### src/rtl/carfield_configuration.sv
// carfield_configuration (minimal view)
//   The L2 address windows of the Carfield memory map. Only the constants
//   used by the dual-port L2 router are kept here.
//   Port 1 sits directly above port 0 and has the same power-of-2 size.
package carfield_configuration;

  localparam logic [63:0] L2Port0Base = 64'h0000_0000_7800_0000;
  localparam logic [63:0] L2Port0Size = 64'h0000_0000_0020_0000;
  localparam logic [63:0] L2Port1Base = L2Port0Base + L2Port0Size;
  localparam logic [63:0] L2Port1Size = L2Port0Size;

endpackage

### src/rtl/carfield_l2_router_pkg.sv
// carfield_l2_router_pkg
//   Shared types and the address decoder for the dual-port L2 router.
//   sel_e       : decoded target (L2 port 0, L2 port 1, error responder)
//   state_e     : router FSM states
//   addr_decode : window match on a 64-bit byte address
package carfield_l2_router_pkg;

  typedef enum logic [1:0] {
    SEL_P0  = 2'd0,
    SEL_P1  = 2'd1,
    SEL_ERR = 2'd2
  } sel_e;

  typedef enum logic [1:0] {
    IDLE     = 2'd0,
    BUSY_P0  = 2'd1,
    BUSY_P1  = 2'd2,
    ERR_RESP = 2'd3
  } state_e;

  // The window test uses (addr - base) < size after checking addr >= base so
  // that a window touching the top of the address space cannot wrap.
  function automatic sel_e addr_decode(input logic [63:0] addr,
                                       input logic [63:0] p0_base,
                                       input logic [63:0] p0_size,
                                       input logic [63:0] p1_base,
                                       input logic [63:0] p1_size);
    if ((addr >= p0_base) && ((addr - p0_base) < p0_size)) return SEL_P0;
    if ((addr >= p1_base) && ((addr - p1_base) < p1_size)) return SEL_P1;
    return SEL_ERR;
  endfunction

endpackage

### src/rtl/carfield_l2_router_ctr.sv
// carfield_l2_router_ctr
//   Up/down counter of accepted-but-unanswered requests.
//   i_clk, i_rst_n : clock, asynchronous active-low reset
//   i_inc          : one request accepted this cycle
//   i_dec          : one response returned this cycle
//   o_cnt          : current count, 0..MaxCount
//   o_full         : count == MaxCount
//   o_empty        : count == 0
module carfield_l2_router_ctr #(
  parameter int unsigned MaxCount = 4,
  localparam int unsigned CntW = $clog2(MaxCount + 1)
) (
  input  logic            i_clk,
  input  logic            i_rst_n,
  input  logic            i_inc,
  input  logic            i_dec,
  output logic [CntW-1:0] o_cnt,
  output logic            o_full,
  output logic            o_empty
);

  logic [CntW-1:0] r_cnt;

  // Simultaneous inc and dec cancel out.
  always_ff @(posedge i_clk or negedge i_rst_n) begin
    if (!i_rst_n) begin
      r_cnt <= '0;
    end else if (i_inc && !i_dec) begin
      r_cnt <= r_cnt + CntW'(1);
    end else if (i_dec && !i_inc) begin
      r_cnt <= r_cnt - CntW'(1);
    end
  end

  assign o_cnt   = r_cnt;
  assign o_full  = (r_cnt == CntW'(MaxCount));
  assign o_empty = (r_cnt == '0);

endmodule

### src/rtl/carfield_l2_dual_router.sv
// carfield_l2_dual_router
//   Routes one req/gnt memory port onto the two ports of the dual-port L2.
//   Addresses in the port 0 / port 1 windows are forwarded (offset within the
//   window) with zero-latency grant; anything else is answered by an internal
//   error responder. All outstanding requests target one port at a time, so
//   responses return strictly in order.
//
//   Optional build macro CARFIELD_L2_ROUTER_STATS_EN adds saturating 32-bit
//   counters of granted requests per target (stat_p0_o, stat_p1_o, stat_err_o).
//
//   Ports
//     clk_i, rst_ni         clock, asynchronous active-low reset
//     mst_req_i/mst_gnt_o   master request / accept
//     mst_addr_i/we/be/wdata master request fields (held until grant)
//     mst_rvalid_o/rdata_o  response (combinationally forwarded)
//     mst_err_o             decode error on this response
//     l2_req_o[1:0]         per-port request
//     l2_gnt_i[1:0]         per-port grant
//     l2_addr_o/we/be/wdata shared request fields, address relative to window
//     l2_rvalid_i, l2_rdata_i per-port in-order responses
module carfield_l2_dual_router
  import carfield_l2_router_pkg::*;
#(
  parameter int unsigned AddrWidth      = 64,
  parameter int unsigned DataWidth      = 64,
  parameter int unsigned MaxOutstanding = 4,
  parameter logic [63:0] Port0Base      = carfield_configuration::L2Port0Base,
  parameter logic [63:0] Port0Size      = carfield_configuration::L2Port0Size,
  parameter logic [63:0] Port1Base      = carfield_configuration::L2Port1Base,
  parameter logic [63:0] Port1Size      = carfield_configuration::L2Port1Size,
  parameter logic [31:0] ErrData        = 32'hBADC_AB1E
) (
  input  logic                      clk_i,
  input  logic                      rst_ni,
  input  logic                      mst_req_i,
  output logic                      mst_gnt_o,
  input  logic [AddrWidth-1:0]      mst_addr_i,
  input  logic                      mst_we_i,
  input  logic [DataWidth/8-1:0]    mst_be_i,
  input  logic [DataWidth-1:0]      mst_wdata_i,
  output logic                      mst_rvalid_o,
  output logic [DataWidth-1:0]      mst_rdata_o,
  output logic                      mst_err_o,
  output logic [1:0]                l2_req_o,
  input  logic [1:0]                l2_gnt_i,
  output logic [AddrWidth-1:0]      l2_addr_o,
  output logic                      l2_we_o,
  output logic [DataWidth/8-1:0]    l2_be_o,
  output logic [DataWidth-1:0]      l2_wdata_o,
  input  logic [1:0]                l2_rvalid_i,
  input  logic [1:0][DataWidth-1:0] l2_rdata_i
`ifdef CARFIELD_L2_ROUTER_STATS_EN
  ,
  output logic [31:0]               stat_p0_o,
  output logic [31:0]               stat_p1_o,
  output logic [31:0]               stat_err_o
`endif
);

  localparam int unsigned CntW = $clog2(MaxOutstanding + 1);

  state_e          r_state;
  state_e          w_state_nxt;
  sel_e            w_sel;
  logic [63:0]     w_addr64;
  logic            w_accept;
  logic            w_fwd;
  logic            w_gnt;
  logic            w_l2_grant;
  logic            w_cur_rvalid;
  logic [DataWidth-1:0] w_cur_rdata;
  logic            w_rsp;
  logic [CntW-1:0] w_cnt;
  logic            w_full;
  logic            w_empty;

  assign w_addr64 = 64'(mst_addr_i);
  assign w_sel    = addr_decode(w_addr64, Port0Base, Port0Size, Port1Base, Port1Size);

  always_ff @(posedge clk_i or negedge rst_ni) begin
    if (!rst_ni) begin
      r_state <= IDLE;
    end else begin
      r_state <= w_state_nxt;
    end
  end

  // Handshake outputs are gated with rst_ni so the master and both L2 ports
  // see an idle router while reset is held, even if mst_req_i stays high.
  always_comb begin
    w_state_nxt  = r_state;
    w_accept     = 1'b0;
    w_cur_rvalid = 1'b0;
    w_cur_rdata  = '0;
    l2_req_o     = '0;
    w_gnt        = 1'b0;
    mst_rdata_o  = '0;

    // A request is only admitted when it targets the port already in use;
    // switching targets waits for the router to drain back to IDLE, which
    // is what keeps responses in order without any reorder buffer.
    case (r_state)
      IDLE: begin
        w_accept = 1'b1;
      end
      BUSY_P0: begin
        w_accept     = (w_sel == SEL_P0) && !w_full;
        w_cur_rvalid = l2_rvalid_i[0] && !w_empty;
        w_cur_rdata  = l2_rdata_i[0];
      end
      BUSY_P1: begin
        w_accept     = (w_sel == SEL_P1) && !w_full;
        w_cur_rvalid = l2_rvalid_i[1] && !w_empty;
        w_cur_rdata  = l2_rdata_i[1];
      end
      default: begin
        w_accept = 1'b0;
      end
    endcase

    w_fwd = rst_ni && mst_req_i && w_accept;

    case (w_sel)
      SEL_P0: begin
        l2_req_o[0] = w_fwd;
        w_gnt       = w_fwd && l2_gnt_i[0];
      end
      SEL_P1: begin
        l2_req_o[1] = w_fwd;
        w_gnt       = w_fwd && l2_gnt_i[1];
      end
      default: begin
        // The error responder can always take the request at once.
        w_gnt = w_fwd;
      end
    endcase

    w_l2_grant   = w_gnt && (w_sel != SEL_ERR);
    w_rsp        = rst_ni && w_cur_rvalid;
    mst_err_o    = rst_ni && (r_state == ERR_RESP);
    mst_rvalid_o = w_rsp || mst_err_o;
    if (w_rsp) begin
      mst_rdata_o = w_cur_rdata;
    end else if (mst_err_o) begin
      mst_rdata_o = DataWidth'(ErrData);
    end

    case (r_state)
      IDLE: begin
        if (w_gnt) begin
          case (w_sel)
            SEL_P0:  w_state_nxt = BUSY_P0;
            SEL_P1:  w_state_nxt = BUSY_P1;
            default: w_state_nxt = ERR_RESP;
          endcase
        end
      end
      BUSY_P0, BUSY_P1: begin
        // Last response leaves with no new grant in the same cycle.
        if (w_rsp && !w_l2_grant && (w_cnt == CntW'(1))) begin
          w_state_nxt = IDLE;
        end
      end
      default: begin
        w_state_nxt = IDLE;
      end
    endcase
  end

  assign mst_gnt_o = w_gnt;

  always_comb begin
    l2_addr_o = '0;
    case (w_sel)
      SEL_P0:  l2_addr_o = AddrWidth'(w_addr64 - Port0Base);
      SEL_P1:  l2_addr_o = AddrWidth'(w_addr64 - Port1Base);
      default: l2_addr_o = '0;
    endcase
  end

  assign l2_we_o    = mst_we_i;
  assign l2_be_o    = mst_be_i;
  assign l2_wdata_o = mst_wdata_i;

  carfield_l2_router_ctr #(
    .MaxCount(MaxOutstanding)
  ) u_ctr (
    .i_clk  (clk_i),
    .i_rst_n(rst_ni),
    .i_inc  (w_l2_grant),
    .i_dec  (w_rsp),
    .o_cnt  (w_cnt),
    .o_full (w_full),
    .o_empty(w_empty)
  );

`ifdef CARFIELD_L2_ROUTER_STATS_EN
  logic [31:0] r_stat_p0;
  logic [31:0] r_stat_p1;
  logic [31:0] r_stat_err;

  function automatic logic [31:0] sat_inc(input logic [31:0] v);
    return (v == 32'hFFFF_FFFF) ? v : v + 32'd1;
  endfunction

  always_ff @(posedge clk_i or negedge rst_ni) begin
    if (!rst_ni) begin
      r_stat_p0  <= '0;
      r_stat_p1  <= '0;
      r_stat_err <= '0;
    end else if (w_gnt) begin
      case (w_sel)
        SEL_P0:  r_stat_p0  <= sat_inc(r_stat_p0);
        SEL_P1:  r_stat_p1  <= sat_inc(r_stat_p1);
        default: r_stat_err <= sat_inc(r_stat_err);
      endcase
    end
  end

  assign stat_p0_o  = r_stat_p0;
  assign stat_p1_o  = r_stat_p1;
  assign stat_err_o = r_stat_err;
`endif

`ifndef SYNTHESIS
  // A response from a port with nothing outstanding on it is dropped.
  a_p0_stray_rvalid: assert property (@(posedge clk_i) disable iff (!rst_ni)
    l2_rvalid_i[0] |-> ((r_state == BUSY_P0) && !w_empty));
  a_p1_stray_rvalid: assert property (@(posedge clk_i) disable iff (!rst_ni)
    l2_rvalid_i[1] |-> ((r_state == BUSY_P1) && !w_empty));
`endif

endmodule

### config.mk
export PLATFORM = sky130hd
export DESIGN_NAME = carfield_l2_dual_router
export DESIGN_NICKNAME = d
export VERILOG_FILES = /design/src/rtl/carfield_configuration.sv /design/src/rtl/carfield_l2_router_pkg.sv /design/src/rtl/carfield_l2_router_ctr.sv /design/src/rtl/carfield_l2_dual_router.sv
export SDC_FILE = /design/constraint.sdc
export NUM_CORES = 1
export LEC_CHECK = 0
export CORE_AREA = 2 2 187 189
export CTS_CLUSTER_DIAMETER = 100
export DETAILED_ROUTE_END_ITERATION = 8
export DIE_AREA = 0 0 189 191
export PLACE_DENSITY = 0.4
export SYNTH_ARGS = -nofsm -noshare
export SYNTH_HDL_FRONTEND = slang
export SYNTH_SLANG_ARGS = --single-unit
### constraint.sdc
create_clock -name clk_i -period 6.2 [get_ports clk_i]
set_input_delay 1.24 -clock clk_i [delete_from_list [all_inputs] [get_ports clk_i]]
set_output_delay 1.24 -clock clk_i [all_outputs]
set_load 0.01 [all_outputs]
**Run 1: clock wiring as the flow saved it**

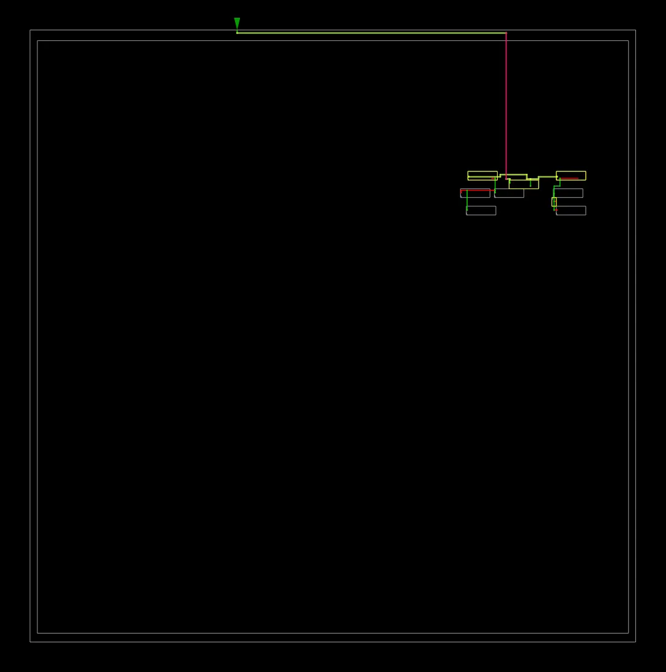
Clk. pwr: 0.105 mW
tally of clock buffers in the finished layout: 4

**Run 1: a small window of the routed layout**

Scale bar: 10 microns. Window x 80 to 110, y 80 to 110 microns. Cells in grey, sequential cells in the stronger grey; small squares are vias.
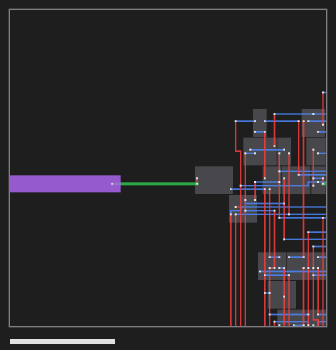
colour	layer
purple	metal 5
green	metal 3
red	metal 2
blue	metal 1
most frequent	buf_4 (3), nor2_1 (2), xnor2_1 (2)
cells with their middle in the window	15
sequential cells in the window	0

**Run 1: metal layers overlaid**

Only two layers are drawn.
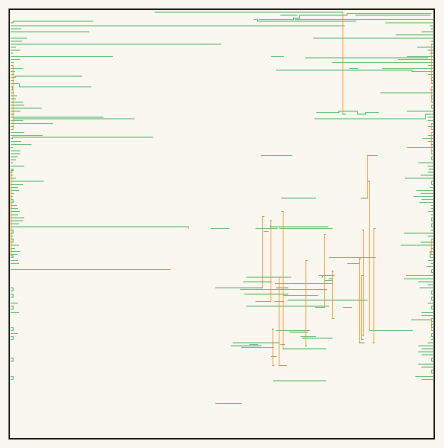
colour	layer	wire length
orange	metal 4	688 microns
green	metal 3	2650 microns

==> out/qor.log, run 1 <==
INFO  flow_run       maxCapViolations=0
INFO  clock_tree     clk_pin_slew=0.03ns
INFO  clock_tree     cts_root_buffer=clkbuf_16
INFO  drt            highest_routing_layer_actually_used=met5
INFO  drt            avgViaCountPerCell=4.24
INFO  global_routing grt-busiest-layer=met2
INFO  die            floorplan.die.height=191microns
INFO  flow_run       tool_warnings=36
INFO  global_routing grt_pass1_vias=5622
INFO  setup_path     start_kind=input port
INFO  sta            rsz0062_at_grt=no
INFO  layout         final.fill_count=3804
INFO  logic_synthesis post_synthesis_average_cell_area=6.56squm
INFO  layout         comb_cells=513
INFO  setup_path     worstReg2RegStart=r_state[0]
INFO  drt            dr.pass1.iters=5
INFO  logic_synthesis synth-area-yosys=0.00429sqmm
INFO  clock_tree     clock_sink_count=5
INFO  sta            clock_skew=0.000189ns
INFO  clock_tree     worstSkewPairLatency=0.22ns
INFO  setup_path     cp_cell_sequence=clkdlybuf4s50_1 > or4_4 > o41ai_4 > nand3_1 > or4_4 > nor4_4 > buf_4 > nand4b_1 > and3_1 > and2_1 > dlygate4sd2_1
INFO  setup_path     crit_path_start=mst_addr_i[43]
INFO  global_routing grt.met1_usage=16.3%
INFO  clock_tree     postCtsSetupBuffers=0
INFO  logic_synthesis synthTopLogicFamily=simple AND/OR/NAND/NOR gates
INFO  drt            detailroute.via_count=5947
INFO  logic_synthesis netlist.top_cell.by_instances=buf_4
INFO  drt            met1Wirelength=10.4mm
INFO  pwr            combinationalPower=0.638mW
INFO  layout         drive_above_1_share=16.8%
INFO  sta            slew_viol_final=0
INFO  layout         antennaDiodeCount=1
INFO  placed_design  finalWeightedCongestion=0.858
INFO  setup_path     slowest_cell_on_the_critical_path=or4_4
INFO  pwr            power_frac_clock=13.3%
INFO  setup_path     critPathMaxStageDelay=0.62ns
INFO  layout         layout_top_cell_excl_fill_tap=clkdlybuf4s50_1
INFO  sta            top_achievable_clock_speed=0.167GHz
INFO  pwr            power.share.combinational=80.7%
INFO  pwr            internal_power=0.419mW
INFO  placed_design  port-buffer-count=288
INFO  die            floorplan.die.width=189microns
INFO  sta            finalHoldWorstSlack=0.515ns
INFO  logic_synthesis synth-cells-yosys=653
INFO  global_routing grt.total_usage=13.4%
INFO  drt            postRouteAntennaNets=0
INFO  drt            detailroute.wirelength.met3=2.65mm
INFO  die            fp_util=12.6%
INFO  layout         sequential_cell_area=125squm
INFO  logic_synthesis yosys.area_share.xor_xnor=5.11%
INFO  setup_path     setup.worst_path.end_class=output pin
INFO  logic_synthesis synth-edff-count=0
INFO  sta            actual_transition_at_the_worst_max_transition_pin=0.880ns
INFO  sta            postLayoutSetupSlackWorst=0.224ns
INFO  sta            finalHoldViolations=0
INFO  logic_synthesis synth.area.mux_share=1.20%
INFO  drt            number_of_drc_violations_after_detailed_routing_iteration_0=235
INFO  setup_path     worstPathBufferInverterCount=3
INFO  layout         area_share_clock_buf_inv=0.979%
INFO  logic_synthesis synth-warning-count=0
INFO  global_routing maximum_number_of_pins_on_one_net_before_global_route_repair=67
INFO  die            floorplan.die_area=0.0361sqmm
INFO  logic_synthesis synth.largest_area_cell=buf_4
INFO  layout         nNonClkInverters=15
INFO  clock_tree     cts_tree=built
INFO  drt            met2RoutedLength=12.9mm
INFO  placed_design  hpwl=22.7mm
INFO  layout         cell_class_ranked_first_by_area=buffers
INFO  die            num_io_pins=478
INFO  die            std_cell_rows=68
INFO  layout         final_cell_mix=262 x clkdlybuf4s50_1, 119 x buf_4, 87 x nor2_1, 46 x a22oi_1, 43 x conb_1
INFO  layout         largest_register_ff_count=3
INFO  die            floorplan.core_area=0.0341sqmm
INFO  setup_path     setup.worst_path.class=in -> out
INFO  layout         layout.buffer.nonclock.area_share=48.1%
INFO  pwr            power=0.790mW
INFO  logic_synthesis ff_type=dfrtp_1
INFO  layout         sh_comb_area=41.5%
INFO  placed_design  dpl.cell_count=1395
INFO  layout         post-route-util=23.6%
INFO  pwr            netSwitchingFraction=47.0%
INFO  logic_synthesis synth.top_cell.area_share=20.3%
INFO  clock_tree     cts_buffers=3
INFO  setup_path     cp_data_arrival_time=4.74ns
INFO  global_routing grt_antenna_before_repair=3
INFO  layout         nonClockBufferCount=409
INFO  pwr            pwr_density_cell=98.2mW/mm^2
INFO  layout         seq_cell_count=5
INFO  logic_synthesis sequential_element_share_of_the_synthesized_area=2.92%
INFO  sta            final_period_minus_worst_setup_slack=5.98ns
INFO  logic_synthesis post_synth_instance_area=0.00429sqmm
INFO  clock_tree     post_cts.resized_instances=10
INFO  logic_synthesis synth-simple-area-share=37.5%
INFO  logic_synthesis syn-instance-count=653
INFO  sta            post-route-period-util=96.4%
INFO  layout         design.final.nets=1233
INFO  placed_design  detailed_place.area=0.00777sqmm
INFO  run_status     status=complete, no violations
INFO  setup_path     regToRegEndpoint=r_state[1]
INFO  logic_synthesis synth.ff_latch_count=5
INFO  layout         synthToLayoutAreaGrowth=87.9%
INFO  pwr            vdd_drop_max=0.100mV
INFO  logic_synthesis synthTopCellsByCount=116 x buf_4, 87 x nor2_1, 46 x a22oi_1
INFO  sta            totalNegativeSetupSlack=0ns
INFO  setup_path     critical-path-top-delay-family=simple AND/OR/NAND/NOR gates
INFO  pwr            pg_seq=0.0473mW
INFO  hold_path      hp-class=reg -> reg
INFO  logic_synthesis synthArstFlopShare=100%
INFO  logic_synthesis synth.cellmix.compoundShare=23.1%
INFO  clock_tree     cts_buffer_depth=2
INFO  layout         area.share.sequential=1.55%
INFO  setup_path     worst-endpoint-required=4.96ns
INFO  placed_design  detailedPlace.worstSlack=-0.217ns
[run 1: worst min path at each step]
stage | startpoint | endpoint | slack, ns | cells after the start
4_1_cts | u_ctr.o_cnt[1] | u_ctr.o_cnt[1] | 0.52 | 2
3_5_place_dp | u_ctr.o_cnt[1] | u_ctr.o_cnt[1] | 0.52 | 2
3_3_place_gp | u_ctr.o_cnt[1] | u_ctr.o_cnt[1] | 0.50 | 2
2_1_floorplan | u_ctr.o_cnt[1] | u_ctr.o_cnt[1] | 0.48 | 2
6_report | u_ctr.o_cnt[1] | u_ctr.o_cnt[1] | 0.51 | 2
5_1_grt | u_ctr.o_cnt[1] | u_ctr.o_cnt[1] | 0.58 | 2
**Run 1: metal 1**

Supply wires on this layer in grey.
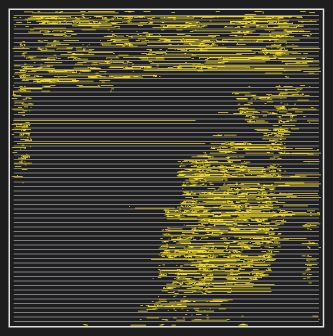

==> inputs of run 2 (changes only) <==
--- a/config.mk
+++ b/config.mk
@@ -6,9 +6,10 @@
 export NUM_CORES = 1
 export LEC_CHECK = 0
 export CORE_AREA = 2 2 187 189
-export CTS_CLUSTER_DIAMETER = 100
+export CTS_CLUSTER_DIAMETER = 80
 export DETAILED_ROUTE_END_ITERATION = 8
 export DIE_AREA = 0 0 189 191
+export MAX_ROUTING_LAYER = met4
 export PLACE_DENSITY = 0.4
 export SYNTH_ARGS = -nofsm -noshare
 export SYNTH_HDL_FRONTEND = slang
**Run 2: metal 1**

Supply wires on this layer in grey.
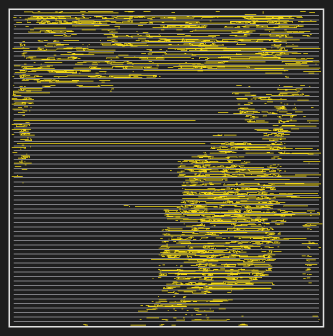
wire length on this layer	10400 microns
main direction	horizontal
nets with wire on the layer	1016
Routed WL: 26.6 mm
grt met1 use: 16.5%
total vias in the final route: 5913

==> run 2 against run 1 <==
- maximum frequency barely moved
- highest routed layer is now met4
- largest cell class unchanged
- count of clock-buffer cells in the layout did not move
- non-clock buffer count did not move
- via count fell by 0.57%
==> out/qor.log, run 2 <==
INFO  layout         synthToLayoutAreaGrowth=87.9% [about the same]
INFO  sta            post-route-period-util=96.3% [about the same]
INFO  sta            rsz0062_at_grt=no
INFO  logic_synthesis synth.largest_area_cell=buf_4
INFO  layout         finished_layout_cells=1403
INFO  sta            postLayoutSetupSlackWorst=0.229ns [+0.00491 ns]
INFO  global_routing grt_pass1_vias=5623 [+0.018%]
INFO  hold_path      min_delay_path_depth=2 [unchanged]
INFO  pwr            internal_power=0.419mW [about the same]
INFO  pwr            netSwitchingPower=0.372mW
INFO  placed_design  finalWeightedCongestion=0.872 [+1.6%]
INFO  setup_path     critical-path-top-delay-family=simple AND/OR/NAND/NOR gates
INFO  logic_synthesis synth-area-yosys=0.00429sqmm [unchanged]
INFO  setup_path     cp_data_arrival_time=4.73ns [about the same]
INFO  sta            final_period_minus_worst_setup_slack=5.97ns [-0.00491 ns]
INFO  clock_tree     cts_root_buffer=clkbuf_16
INFO  global_routing grt.total_usage=13.8% [+0.40 points]
INFO  drt            drt_drc_violations_left=0
INFO  setup_path     crit_path_start=mst_addr_i[43]
INFO  pwr            pwr_density_cell=98.2mW/mm^2 [about the same]
INFO  pwr            vdd_drop_max=0.101mV [+0.32%]
INFO  drt            dr.pass1.iters=5 [unchanged]
INFO  setup_path     slowest_cell_on_the_critical_path=or4_4
INFO  setup_path     setup.worst_path.end_class=output pin
INFO  hold_path      hp-class=reg -> reg
INFO  clock_tree     cts_buffers=3 [unchanged]
INFO  logic_synthesis ff_type=dfrtp_1
INFO  logic_synthesis synth.top_cell.area_share=20.3% [unchanged]
INFO  hold_path      min_to=u_ctr.o_cnt[1]
INFO  global_routing grt_antenna_before_repair=3 [unchanged]
INFO  clock_tree     cts_tree=built
INFO  setup_path     cp_cell_sequence=clkdlybuf4s50_1 > or4_4 > o41ai_4 > nand3_1 > or4_4 > nor4_4 > buf_4 > nand4b_1 > and3_1 > and2_1 > dlygate4sd2_1
INFO  logic_synthesis synth-warning-count=0 [unchanged]
INFO  die            num_io_pins=478 [unchanged]
INFO  pwr            power=0.791mW [+0.11%]
INFO  die            floorplan.core_area=0.0341sqmm [unchanged]
INFO  setup_path     regToRegEndpoint=r_state[1]
INFO  pwr            netSwitchingFraction=47.0% [+0.051 points]
INFO  logic_synthesis synth.ff_latch_count=5 [unchanged]
INFO  global_routing maximum_number_of_pins_on_one_net_before_global_route_repair=67 [unchanged]
INFO  layout         layout_top_cell_excl_fill_tap=clkdlybuf4s50_1
INFO  die            floorplan.die.height=191microns [unchanged]
INFO  pwr            maxPowerGroup=combinational logic
INFO  hold_path      hp-start=u_ctr.o_cnt[1]
INFO  placed_design  detailedPlace.worstSlack=-0.217ns [unchanged]
INFO  logic_synthesis synthArstFlopShare=100% [unchanged]
INFO  sta            clock_skew=0.000114ns [-0.0000748 ns]
INFO  clock_tree     post_cts.resized_instances=10 [unchanged]
INFO  flow_run       maxCapViolations=0 [unchanged]
INFO  logic_synthesis syn-instance-count=653 [unchanged]
INFO  logic_synthesis post_synth_instance_area=0.00429sqmm [unchanged]
INFO  setup_path     cp.depth=11
INFO  setup_path     setup.worst_path.class=in -> out
INFO  sta            slew_viol_final=0 [unchanged]
INFO  clock_tree     clk_pin_slew=0.03ns [about the same]
INFO  layout         sequential_cell_area=125squm [unchanged]
INFO  logic_synthesis synth-edff-count=0 [unchanged]
INFO  sta            finalHoldViolations=0 [unchanged]
INFO  sta            finalHoldWorstSlack=0.515ns [+0.00000400 ns]
INFO  run_status     status=complete, no violations
INFO  drt            avgViaCountPerCell=4.21 [-0.64%]
INFO  clock_tree     cts_buffer_depth=2 [unchanged]
INFO  clock_tree     clock_sink_count=5 [unchanged]
INFO  setup_path     worst-endpoint-required=4.96ns [about the same]
INFO  sta            totalNegativeSetupSlack=0ns [unchanged]
INFO  clock_tree     postCtsSetupBuffers=0 [unchanged]
INFO  layout         drive_above_1_share=16.8% [unchanged]
INFO  pwr            combinationalPower=0.639mW [about the same]
INFO  logic_synthesis post_synthesis_average_cell_area=6.56squm [unchanged]
INFO  drt            number_of_drc_violations_after_detailed_routing_iteration_0=245 [+4.3%]
INFO  die            floorplan.die.width=189microns [unchanged]
INFO  placed_design  dpl.cell_count=1395 [unchanged]
INFO  layout         design_area=0.00805sqmm
INFO  layout         largest_register_ff_count=3 [unchanged]
INFO  setup_path     worstReg2RegStart=r_state[0]
INFO  logic_synthesis synthTopCellsByCount=116 x buf_4, 87 x nor2_1, 46 x a22oi_1
INFO  sta            actual_transition_at_the_worst_max_transition_pin=0.889ns [+0.00983 ns]
INFO  setup_path     start_kind=input port
INFO  flow_run       tool_warnings=36 [unchanged]
INFO  layout         final_cell_mix=262 x clkdlybuf4s50_1, 119 x buf_4, 87 x nor2_1, 46 x a22oi_1, 43 x conb_1
INFO  sta            top_achievable_clock_speed=0.167GHz [about the same]
INFO  setup_path     critPathMaxStageDelay=0.62ns [about the same]
INFO  pwr            power.clock.total=0.105mW [about the same]
INFO  layout         design.final.nets=1233 [unchanged]
INFO  pwr            power_frac_clock=13.2% [about the same]
INFO  logic_synthesis sequential_element_share_of_the_synthesized_area=2.92% [unchanged]
INFO  placed_design  detailed_place.area=0.00777sqmm [unchanged]
INFO  die            std_cell_rows=68 [unchanged]
INFO  die            fp_util=12.6% [unchanged]
INFO  pwr            power.share.combinational=80.8% [about the same]
INFO  setup_path     worstPathBufferInverterCount=3 [unchanged]
INFO  placed_design  hpwl=22.7mm [unchanged]
INFO  clock_tree     worstSkewPairLatency=0.22ns [about the same]
INFO  layout         post-route-util=23.6% [about the same]
INFO  logic_synthesis synth-cells-yosys=653 [unchanged]
INFO  layout         final.fill_count=3803 [-0.026%]
INFO  pwr            pg_seq=0.0473mW [about the same]
INFO  logic_synthesis netlist.top_cell.by_instances=buf_4
INFO  die            floorplan.die_area=0.0361sqmm [unchanged]
INFO  drt            postRouteAntennaNets=0 [unchanged]
INFO  placed_design  port-buffer-count=288 [unchanged]
**Run 2: met4 routing**

Supply wires on this layer in grey.
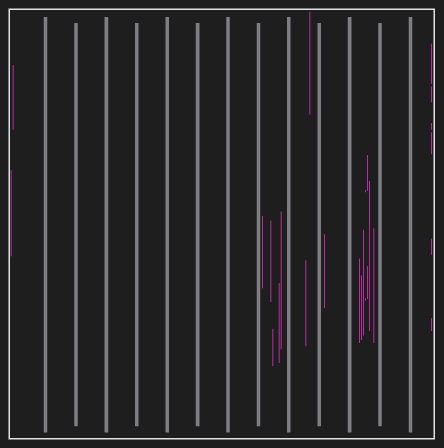
nets with wire on the layer	23
main direction	vertical
longest straight run	66.6 microns

-- run 2: logic make-up after synthesis --
group	after synthesis	synth area share, %
muxes	5	1.20
AOI/OAI and AO/OA	132	23.1
adders and majority gates	14	4.09
DFF	5	2.92
and+or+nand+nor	294	37.5
other	1	0.0875
buffers and inverters	177	26.0
xor gates and xnor gates	25	5.11
-- run 2: metal layers --
| metal | global-route usage [%] | share of wire, % |
|---|---|---|
| met1 | 16.5 | 39 |
| met2 | 22.3 | 48 |
| met3 | 4.79 | 10 |
| met4 | 3.22 | 2.5 |
| met5 | - | 0 |
-- run 2: cell type report --
cell class | count | share of cell area [%]
antenna | 2 | 0.0622
clock buffer | 4 | 0.979
inverter | 15 | 0.699
multi-input combinational | 513 | 41.5
sequential | 5 | 1.55
tap | 455 | 7.07
timing repair buffer | 409 | 48.1
**Run 2: a small window of the routed layout**

Scale bar: 10 microns. Window x 80 to 110, y 80 to 110 microns. Cells in grey, sequential cells in the stronger grey; small squares are vias.
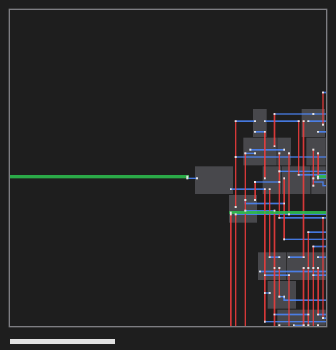

==> inputs of run 3 (changes only) <==
--- a/config.mk
+++ b/config.mk
@@ -6,10 +6,9 @@
 export NUM_CORES = 1
 export LEC_CHECK = 0
 export CORE_AREA = 2 2 187 189
-export CTS_CLUSTER_DIAMETER = 80
+export CTS_CLUSTER_DIAMETER = 60
 export DETAILED_ROUTE_END_ITERATION = 8
 export DIE_AREA = 0 0 189 191
-export MAX_ROUTING_LAYER = met4
 export PLACE_DENSITY = 0.4
 export SYNTH_ARGS = -nofsm -noshare
 export SYNTH_HDL_FRONTEND = slang
==> constraint.sdc (replaced) <==
create_clock -name clk_i -period 5.5 [get_ports clk_i]
set_input_delay 1.1 -clock clk_i [delete_from_list [all_inputs] [get_ports clk_i]]
set_output_delay 1.1 -clock clk_i [all_outputs]
set_load 0.01 [all_outputs]
**Run 3: a small window of the routed layout**

Scale bar: 10 microns. Window x 80 to 110, y 80 to 110 microns. Cells in grey, sequential cells in the stronger grey; small squares are vias.
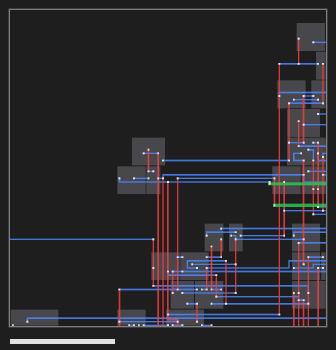
colour	layer
red	metal 2
green	metal 3
blue	metal 1
sequential cells in the window	0
most frequent	buf_4 (7), nor2_1 (2), xnor2_1 (2)
cells with their middle in the window	22

==> run 3 against run 2 <==
- die size unchanged
- cell area increased by 7.6%
- area after synthesis unchanged
- clock skew is 0.0013 ns higher
- global-route usage hardly changed
- worst hold slack got worse by 0.0023 ns
==> out/qor.log, run 3 <==
INFO  run_status     status=complete, no violations
INFO  global_routing groute.layer.met2.usage=23.2% [+0.93 points]
INFO  clock_tree     cts_tree=built
INFO  placed_design  port-buffer-count=288 [unchanged]
INFO  logic_synthesis yosys.area_share.xor_xnor=5.11% [unchanged]
INFO  logic_synthesis ff_type=dfrtp_1
INFO  sta            finalHoldViolations=0 [unchanged]
INFO  sta            postLayoutSetupSlackWorst=0.126ns [-0.103 ns]
INFO  hold_path      min_delay_path_depth=2 [unchanged]
INFO  clock_tree     post_cts.resized_instances=127 [+117]
INFO  layout         design_area=0.00866sqmm [+7.6%]
INFO  layout         nNonClkInverters=15 [unchanged]
INFO  logic_synthesis post_synth_instance_area=0.00429sqmm [unchanged]
INFO  die            floorplan.core_area=0.0341sqmm [unchanged]
INFO  hold_path      hp-start=u_ctr.o_cnt[1]
INFO  logic_synthesis synth-area-yosys=0.00429sqmm [unchanged]
INFO  drt            avgViaCountPerCell=4.19 [-0.61%]
INFO  setup_path     setup.worst_path.end_class=output pin
INFO  flow_run       maxCapViolations=0 [unchanged]
INFO  layout         finished_layout_cells=1462 [+4.2%]
INFO  drt            highest_routing_layer_actually_used=met4
INFO  layout         nonClockBufferCount=469 [+15%]
INFO  sta            post-route-period-util=97.7%
INFO  setup_path     worstReg2RegStart=r_state[0]
INFO  setup_path     critical-path-top-delay-family=simple AND/OR/NAND/NOR gates
INFO  logic_synthesis synth-edff-count=0 [unchanged]
INFO  logic_synthesis synth.largest_area_cell=buf_4
INFO  layout         area_share_clock_buf_inv=0.910% [-0.069 points]
INFO  placed_design  detailedPlace.worstSlack=-0.674ns [-0.457 ns]
INFO  logic_synthesis fa_ha_area_share=4.09% [unchanged]
INFO  pwr            power=0.946mW [+20%]
INFO  sta            top_achievable_clock_speed=0.186GHz
INFO  setup_path     start_kind=input port
INFO  layout         sequential_cell_area=125squm [unchanged]
INFO  placed_design  hpwl=23.2mm [+2.5%]
INFO  global_routing grt-busiest-layer=met2
INFO  hold_path      min_to=u_ctr.o_cnt[1]
INFO  pwr            pwr_density_cell=109mW/mm^2 [+11%]
INFO  clock_tree     worstSkewPairLatency=0.23ns [about the same]
INFO  layout         drive_above_1_share=27.6% [+11 points]
INFO  pwr            vdd_drop_max=0.151mV [+50%]
INFO  sta            finalHoldWorstSlack=0.512ns [-0.00234 ns]
INFO  flow_run       tool_warnings=37 [+2.8%]
INFO  setup_path     worst-endpoint-required=4.40ns [-0.56 ns]
INFO  setup_path     setup.worst_path.class=in -> out
INFO  global_routing grt_antenna_before_repair=5 [+2]
INFO  drt            detailroute.wirelength.met3=2.46mm [-9.7%]
INFO  sta            clock_skew=0.00145ns [+0.00133 ns]
INFO  logic_synthesis netlist.top_cell.by_instances=buf_4
INFO  sta            totalNegativeSetupSlack=0ns [unchanged]
INFO  logic_synthesis synth-warning-count=0 [unchanged]
INFO  setup_path     regToRegEndpoint=r_state[1]
INFO  drt            postRouteAntennaNets=0 [unchanged]
INFO  die            floorplan.die_area=0.0361sqmm [unchanged]
INFO  logic_synthesis synth.area.mux_share=1.20% [unchanged]
INFO  layout         synthToLayoutAreaGrowth=102%
INFO  drt            met1Wirelength=11.0mm [+5.7%]
INFO  layout         design.final.nets=1293 [+4.9%]
INFO  drt            met2RoutedLength=13.1mm [+2.1%]
INFO  logic_synthesis synthTopLogicFamily=simple AND/OR/NAND/NOR gates
INFO  global_routing global_route.usage.met3=4.74% [-0.055 points]
INFO  drt            dr.pass1.iters=4 [-1]
**Run 3: clock wiring as the flow saved it**

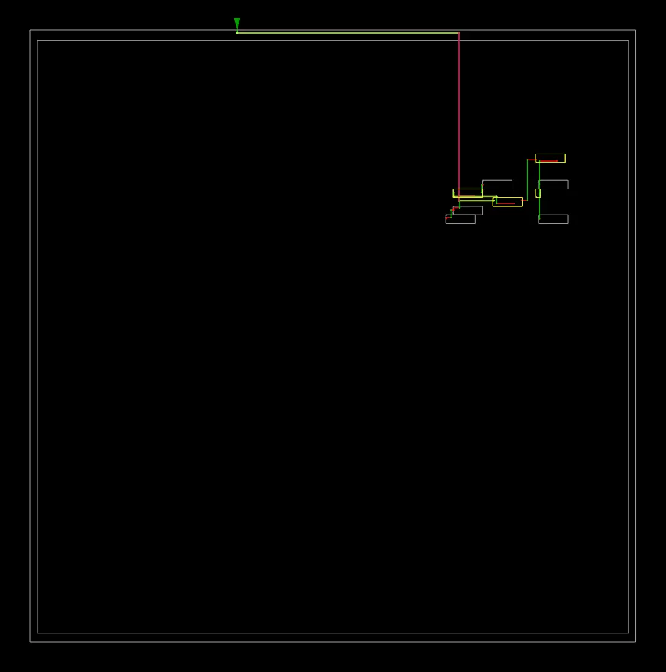
count of flip-flops and latches: 5
total CTS buffers: 3

-- run 3: cell count changes in the layout (fill, tap and decap cells not counted), moves of 5 or more --
cell,change
buf_4,+57
dlymetal6s2s_1,-5
clkdlybuf4s15_2,+9
clkdlybuf4s50_1,-25
buf_6,+5
buf_2,+13
-- run 3: worst max-delay path by stage --
stage | cells after the start | endpoint
floorplan | 10 | l2_req_o[0]
global placement | 14 | l2_addr_o[3]
detailed placement | 13 | l2_req_o[1]
CTS | 15 | l2_addr_o[17]
global route | 13 | l2_addr_o[17]
finish | 12 | mst_gnt_o
-- run 3: where the power goes --
part | switching (mW) | internal (mW) | total, mW
Combinational | 0.406 | 0.369 | 0.775
Sequential | 0.00903 | 0.0436 | 0.0526
Clock | 0.0229 | 0.0960 | 0.119
No activity file was given, so power comes from the tool's default toggle rates.
